File: src/rtl/alu_sequencer.sv
// Purpose : drives a 4-bit external ALU one nibble at a time, LSB first, to build a full-width result.
// Latency : NIBBLES+1 cycles from the edge that accepts start to the done pulse.
// Backpres: none; start is sampled only in IDLE, and a start seen while busy is dropped.
//
// Ports
//   i_clk, i_reset        clock; asynchronous active-low reset
//   i_start               request an operation (sampled only in IDLE)
//   i_op_a, i_op_b        full-width operands, latched when start is accepted
//   i_op, i_bank, i_cin   ALU opcode, bank and carry-in, latched when start is accepted
//   o_busy, o_done        operation in progress / one-cycle completion pulse
//   o_result, o_flags     full-width result and NZVC flags (bit3 N, bit2 Z, bit1 V, bit0 C)
//   o_alu_*               nibble operands, opcode, bank, carry and active-low enable driven to the ALU
//   i_alu_result          nibble result returned by the ALU
//   i_alu_flags           nibble NZVC returned by the ALU
//
// Build option: define ALU_SEQ_ZCHAIN_EN to make the final Z a whole-word zero
// (the AND of every nibble's Z). Without it, Z is the last nibble's Z only.
// Legal NIBBLES range is 2..8.

module alu_sequencer #(
    parameter int NIBBLES = 4
) (
    input  logic                 i_clk,
    input  logic                 i_reset,
    input  logic                 i_start,
    input  logic [4*NIBBLES-1:0] i_op_a,
    input  logic [4*NIBBLES-1:0] i_op_b,
    input  logic [2:0]           i_op,
    input  logic                 i_bank,
    input  logic                 i_cin,
    output logic                 o_busy,
    output logic                 o_done,
    output logic [4*NIBBLES-1:0] o_result,
    output logic [3:0]           o_flags,
    output logic [3:0]           o_alu_a,
    output logic [3:0]           o_alu_b,
    output logic [2:0]           o_alu_op,
    output logic                 o_alu_bank,
    output logic                 o_alu_cin,
    output logic                 o_alu_enable,
    input  logic [3:0]           i_alu_result,
    input  logic [3:0]           i_alu_flags
);

    localparam int W  = 4 * NIBBLES;
    localparam int IW = (NIBBLES > 1) ? $clog2(NIBBLES) : 1;

    typedef enum logic [1:0] {
        S_IDLE = 2'd0,
        S_RUN  = 2'd1,
        S_DONE = 2'd2
    } state_t;

    state_t          r_state;
    state_t          w_state_nxt;

    // Operands and controls latched at the accepting edge
    logic [W-1:0]    r_a;
    logic [W-1:0]    r_b;
    logic [2:0]      r_op;
    logic            r_bank;
    logic            r_cin;

    logic [IW-1:0]   r_idx;
    logic            r_carry;   // carry out of the previous nibble
    logic [W-1:0]    r_result;
    logic [3:0]      r_flags;
`ifdef ALU_SEQ_ZCHAIN_EN
    logic            r_zacc;    // AND of Z over the nibbles captured so far
`endif

    logic            w_accept;
    logic            w_last;
    logic [W-1:0]    w_shift_a;
    logic [W-1:0]    w_shift_b;
    logic [3:0]      w_nib_a;
    logic [3:0]      w_nib_b;
    logic            w_z_final;

    assign w_accept  = (r_state == S_IDLE) && i_start;
    assign w_last    = (r_idx == IW'(NIBBLES - 1));

    // Select the current nibble by shifting it down to bit 0
    assign w_shift_a = r_a >> {r_idx, 2'b00};
    assign w_shift_b = r_b >> {r_idx, 2'b00};
    assign w_nib_a   = w_shift_a[3:0];
    assign w_nib_b   = w_shift_b[3:0];

`ifdef ALU_SEQ_ZCHAIN_EN
    assign w_z_final = r_zacc & i_alu_flags[2];
`else
    assign w_z_final = i_alu_flags[2];
`endif

    //------------------------------------------------------------------
    // FSM: state register
    //------------------------------------------------------------------
    always_ff @(posedge i_clk or negedge i_reset) begin
        if (!i_reset) begin
            r_state <= S_IDLE;
        end else begin
            r_state <= w_state_nxt;
        end
    end

    //------------------------------------------------------------------
    // FSM: next-state logic
    //------------------------------------------------------------------
    always_comb begin
        w_state_nxt = S_IDLE;
        case (r_state)
            S_IDLE:  w_state_nxt = i_start ? S_RUN : S_IDLE;
            S_RUN:   w_state_nxt = w_last ? S_DONE : S_RUN;
            S_DONE:  w_state_nxt = S_IDLE;
            default: w_state_nxt = S_IDLE;
        endcase
    end

    //------------------------------------------------------------------
    // FSM: outputs. ALU operands are zeroed outside RUN, while opcode
    // and bank keep showing the last latched values.
    //------------------------------------------------------------------
    always_comb begin
        o_busy       = 1'b0;
        o_done       = 1'b0;
        o_alu_enable = 1'b1;
        o_alu_a      = 4'h0;
        o_alu_b      = 4'h0;
        o_alu_cin    = 1'b0;
        case (r_state)
            S_RUN: begin
                o_busy       = 1'b1;
                o_alu_enable = 1'b0;
                o_alu_a      = w_nib_a;
                o_alu_b      = w_nib_b;
                // Nibble 0 takes the external carry; later nibbles ripple
                o_alu_cin    = (r_idx == '0) ? r_cin : r_carry;
            end
            S_DONE: begin
                o_busy = 1'b1;
                o_done = 1'b1;
            end
            default: ;
        endcase
    end

    assign o_alu_op   = r_op;
    assign o_alu_bank = r_bank;
    assign o_result   = r_result;
    assign o_flags    = r_flags;

    //------------------------------------------------------------------
    // Operand latch, nibble index and carry chain
    //------------------------------------------------------------------
    always_ff @(posedge i_clk or negedge i_reset) begin
        if (!i_reset) begin
            r_a     <= '0;
            r_b     <= '0;
            r_op    <= 3'd0;
            r_bank  <= 1'b0;
            r_cin   <= 1'b0;
            r_idx   <= '0;
            r_carry <= 1'b0;
        end else if (w_accept) begin
            r_a     <= i_op_a;
            r_b     <= i_op_b;
            r_op    <= i_op;
            r_bank  <= i_bank;
            r_cin   <= i_cin;
            r_idx   <= '0;
            r_carry <= 1'b0;
        end else if (r_state == S_RUN) begin
            r_carry <= i_alu_flags[0];
            r_idx   <= w_last ? '0 : r_idx + IW'(1);
        end
    end

    //------------------------------------------------------------------
    // Result and flag capture. Both only ever change in RUN, so they
    // hold across IDLE and DONE until the next accepted operation.
    //------------------------------------------------------------------
    always_ff @(posedge i_clk or negedge i_reset) begin
        if (!i_reset) begin
            r_result <= '0;
            r_flags  <= 4'h0;
        end else if (r_state == S_RUN) begin
            for (int n = 0; n < NIBBLES; n++) begin
                if (r_idx == IW'(n)) begin
                    r_result[n*4 +: 4] <= i_alu_result;
                end
            end
            if (w_last) begin
                r_flags <= {i_alu_flags[3], w_z_final, i_alu_flags[1], i_alu_flags[0]};
            end
        end
    end

`ifdef ALU_SEQ_ZCHAIN_EN
    always_ff @(posedge i_clk or negedge i_reset) begin
        if (!i_reset) begin
            r_zacc <= 1'b1;
        end else if (w_accept) begin
            r_zacc <= 1'b1;
        end else if (r_state == S_RUN) begin
            r_zacc <= r_zacc & i_alu_flags[2];
        end
    end
`endif

endmodule
File: config.mk
export PLATFORM = sky130hd
export DESIGN_NAME = alu_sequencer
export DESIGN_NICKNAME = d
export VERILOG_FILES = /design/src/rtl/alu_sequencer.sv
export SDC_FILE = /design/constraint.sdc
export NUM_CORES = 1
export LEC_CHECK = 0
export CAP_MARGIN = 20
export CORE_MARGIN = 3
export CORE_UTILIZATION = 46
export DETAILED_ROUTE_END_ITERATION = 10
export PLACE_DENSITY = 0.91
export SLEW_MARGIN = 20
export SYNTH_ARGS = -nofsm -noshare
export SYNTH_HDL_FRONTEND = slang
export SYNTH_SLANG_ARGS = --single-unit
File: constraint.sdc
create_clock -name i_clk -period 2.05 [get_ports i_clk]
set_input_delay 0.5125 -clock i_clk [delete_from_list [all_inputs] [get_ports i_clk]]
set_output_delay 0.5125 -clock i_clk [all_outputs]
set_load 0.03 [all_outputs]
==> reports/metrics.csv, run 1 <==
stage,metric,value,unit
yosys,top_cell,dfrtp_1,
placement,place_area,3620,sq um
cells_and_area,final.fill_count,410,
critical_path,ff2ff_setup_slack,0.37,ns
power,power-top-group,combinational cells,
critical_path,crit_chain,inv_2 -> ha_4 -> nand2b_4 -> o22ai_4 -> buf_6,
cells_and_area,fin_area,3960,sq um
grt,grtUsageMet2,29.4,%
sta,worst_slack,0.0282,ns
routing,ant_nets,0,
grt,grt.overflow.total,0,
grt,antenna_found_initial,0,
power,pwr-share-comb,55.8,%
critical_path,r2r_cells,4,
critical_path,crit_path_max_fanout,8,
clock_tree,cts_tree,done,
status,status,completed,
clock_tree,cts_resized,10,
placement,place_inst,336,
power,p_seq_share,31.1,%
critical_path,crit_path_end,o_alu_a[1],
power,powerComb,3.98,mW
[run 1: registers in the layout, summed over array words and instances, names as in the netlist]
| register | count |
|---|---|
| o_result | 16 |
| r_b | 16 |
| r_idx | 2 |
| r_a | 16 |
| o_alu_bank | 1 |
| o_flags | 4 |
| o_alu_op | 3 |
| r_state | 2 |
| r_cin | 1 |
| r_carry | 1 |
[run 1: kinds of logic (layout without fill, tap and decap cells)]
logic type / after synthesis / after routing / synth area share, %
buffers and inverters: 14 / 111 / 2.90
muxes: 76 / 76 / 31.7
adders and majority gates: 8 / 8 / 3.68
AOI/OAI and AO/OA: 12 / 12 / 2.67
DFF: 62 / 62 / 57.0
and+or+nand+nor: 12 / 12 / 2.07
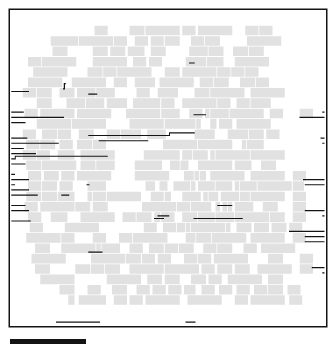
(run_1/met3.png)
The bar under the picture is 20 um long. Cells faint in the background.
share of all routed wire: 4.1%
nets with wire on the layer: 38
main direction: horizontal
DR vias: 1,815
met3 Usage GRT: 4.56%

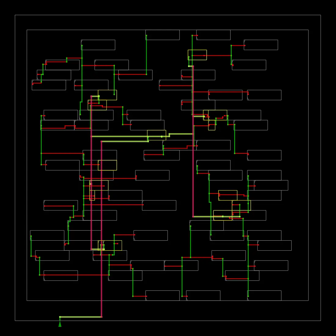
(run_1/final_clocks.png)
Clock group: 0.934 mW
CTS Sinks: 62

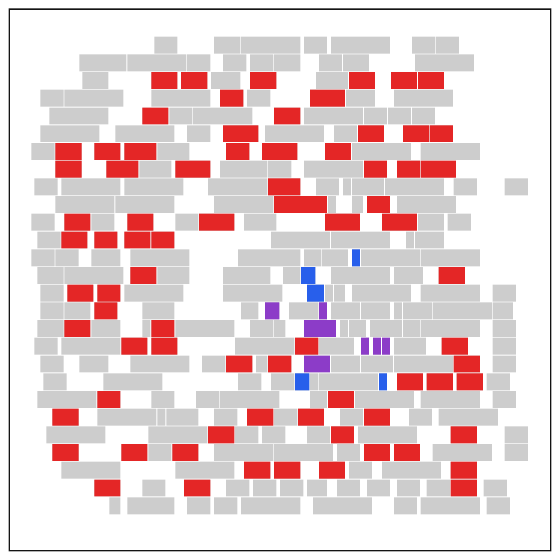
(run_1/gate_families.png)
[purple] NAND gates | cells: 7 | most used: nand2_1
[red] multiplexers | cells: 76 | most used: mux2_2 | where: spread over the die
[blue] NOR gates | cells: 5 | most used: nor2_1 | where: centre
non-filler cells, final: 353
dominant logic cell type in the layout: clkdlybuf4s50_1
Comb area share: 30.6%

==> run 1 -> run 2 <==
--- a/config.mk
+++ b/config.mk
@@ -7,9 +7,10 @@
 export LEC_CHECK = 0
 export CAP_MARGIN = 20
 export CORE_MARGIN = 3
-export CORE_UTILIZATION = 46
+export CORE_UTILIZATION = 45
 export DETAILED_ROUTE_END_ITERATION = 10
-export PLACE_DENSITY = 0.91
+export PLACE_DENSITY = 0.89
+export SKIP_CTS_REPAIR_TIMING = 1
 export SLEW_MARGIN = 20
 export SYNTH_ARGS = -nofsm -noshare
 export SYNTH_HDL_FRONTEND = slang
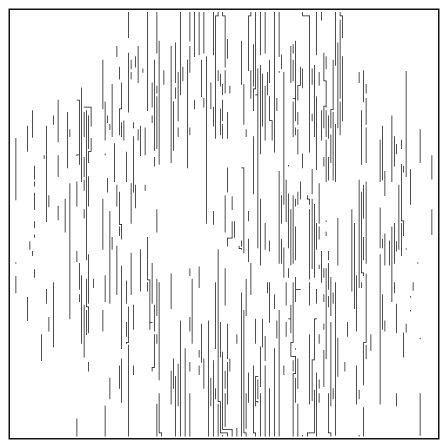
(run_2/met2.png)
main direction: vertical
share of all routed wire: 51%
drt total wl: 5.92 mm
met2 Usage GRT: 30.4%

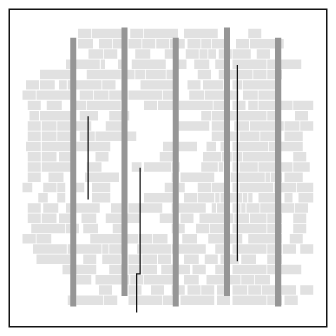
(run_2/met4.png)
Supply wires on this layer in grey. Cells faint in the background.
share of all routed wire: 1.9%
main direction: vertical
wire length on this layer: 112 um
DR vias: 1,779

==> run 2 against run 1 <==
Effect of this change:
- the run now ends with negative setup slack left
- highest routed layer unchanged
- worst hold slack better by 0.0026 ns
- sequential power hardly changed
- clock skew is 0.00076 ns higher
- die area is 2.1% higher
- via count is 2.0% lower
==> reports/metrics.csv, run 2 <==
stage,metric,value,unit,change
status,status,"finished, violations left",,was completed
status,violations,negative setup slack,,
cells_and_area,layout.cells.non_filler,356,,was 353
sta,period_used_share,100,%,was 98.6%
clock_tree,cts_tree,done,,unchanged
yosys,top_logic_kind,multiplexers,,unchanged
yosys,yosysTopAreaCell,dfrtp_1,,unchanged
cells_and_area,lay_top_count,clkdlybuf4s50_1,,unchanged
power,powerClk,1.17,mW,was 0.934 mW
cells_and_area,fin_area,3960,sq um,about the same
grt,first_global_vias,1911,,"was 1,930"
yosys,syn-mean-instance-area,14.8,sq um,unchanged
yosys,top_cell,dfrtp_1,,unchanged
sta,rsz0062_at_grt,yes,,unchanged
yosys,synthAoiAreaFrac,2.67,%,unchanged
power,powerComb,3.75,mW,was 3.98 mW
yosys,mux_area_share,31.7,%,unchanged
power,netSwitchingFraction,37.7,%,was 39.2%
power,p_int,4.46,mW,was 4.34 mW
critical_path,ff2ff_setup_slack,0.36,ns,was 0.37 ns
grt,antenna_found_initial,0,,unchanged
power,pwr-share-comb,52.5,%,was 55.8%
critical_path,crit_chain,inv_2 -> ha_4 -> nand2b_4 -> o22ai_1 -> buf_4,,was inv_2 -> ha_4 -> nand2b_4 -> o22ai_4 -> buf_6
placement,place_inst,336,,unchanged
yosys,synth_adder_area_share,3.68,%,unchanged
sta,worst_slack,-0.00229,ns,was 0.0282 ns
clock_tree,clkSinkCount,62,,unchanged
job,maxCapViolCount,0,,unchanged
min_path,hold_path.class,in2async,,unchanged
routing,ant_nets,0,,unchanged
routing,drc,0,,unchanged
power,power-top-group,combinational cells,,unchanged
critical_path,critPathTopFamily,flip-flops,,unchanged
critical_path,crit_path_max_fanout,8,,unchanged
cells_and_area,sh_comb_area,29.0,%,was 30.6%
yosys,yosysCellCount,184,,unchanged
placement,place_area,3640,sq um,was 3620 sq um
placement,gp_congestion,0.742,,was 0.721
yosys,yosys.area_share.simple,2.07,%,unchanged
grt,grt.overflow.total,0,,unchanged
critical_path,crit_path_end,o_alu_a[3],,was o_alu_a[1]
sta,setup_violations,1,,was 0
cells_and_area,largest_class,flip-flops and latches,,unchanged
power,p_seq_share,31.1,%,about the same
yosys,xor_area_share,0,%,unchanged
critical_path,r2r_cells,4,,unchanged
placement,dp_hpwl,4.15,mm,was 4.06 mm
sta,setup_tns,-0.00229,ns,was 0 ns
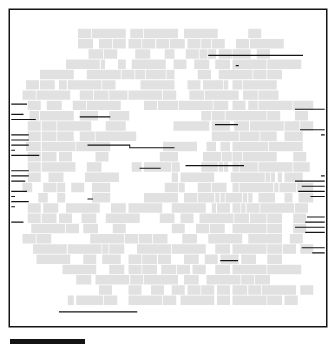
(run_2/met3.png)
The bar under the picture is 20 um long. Cells faint in the background.
wire length on this layer: 236 um
longest straight run: 24.8 um
main direction: horizontal
share of all routed wire: 4.0%
nets with wire on the layer: 33
met3 Usage GRT: 3.46%

==> run 2: cell count changes in the layout (fill, tap and decap cells not counted), moves of 2 or more <==
| cell | before | now |
|---|---|---|
| buf_4 | 5 | 12 |
| o22ai_1 | 0 | 7 |
| buf_6 | 9 | 3 |
| o22ai_2 | 6 | 1 |
| dlymetal6s2s_1 | 0 | 3 |
| bufinv_16 | 0 | 2 |
| dlygate4sd2_1 | 2 | 0 |
| mux2i_1 | 15 | 17 |
| o22ai_4 | 2 | 0 |
==> run 2: worst register-to-register path: stages, from the launching register on <==
cell and delay (ns):
dfrtp_2 0.48, buf_12 0.17, ha_1 0.23, nand2_1 0.31, mux2_2 0.39
Power is estimated from default activity; no workload was simulated.
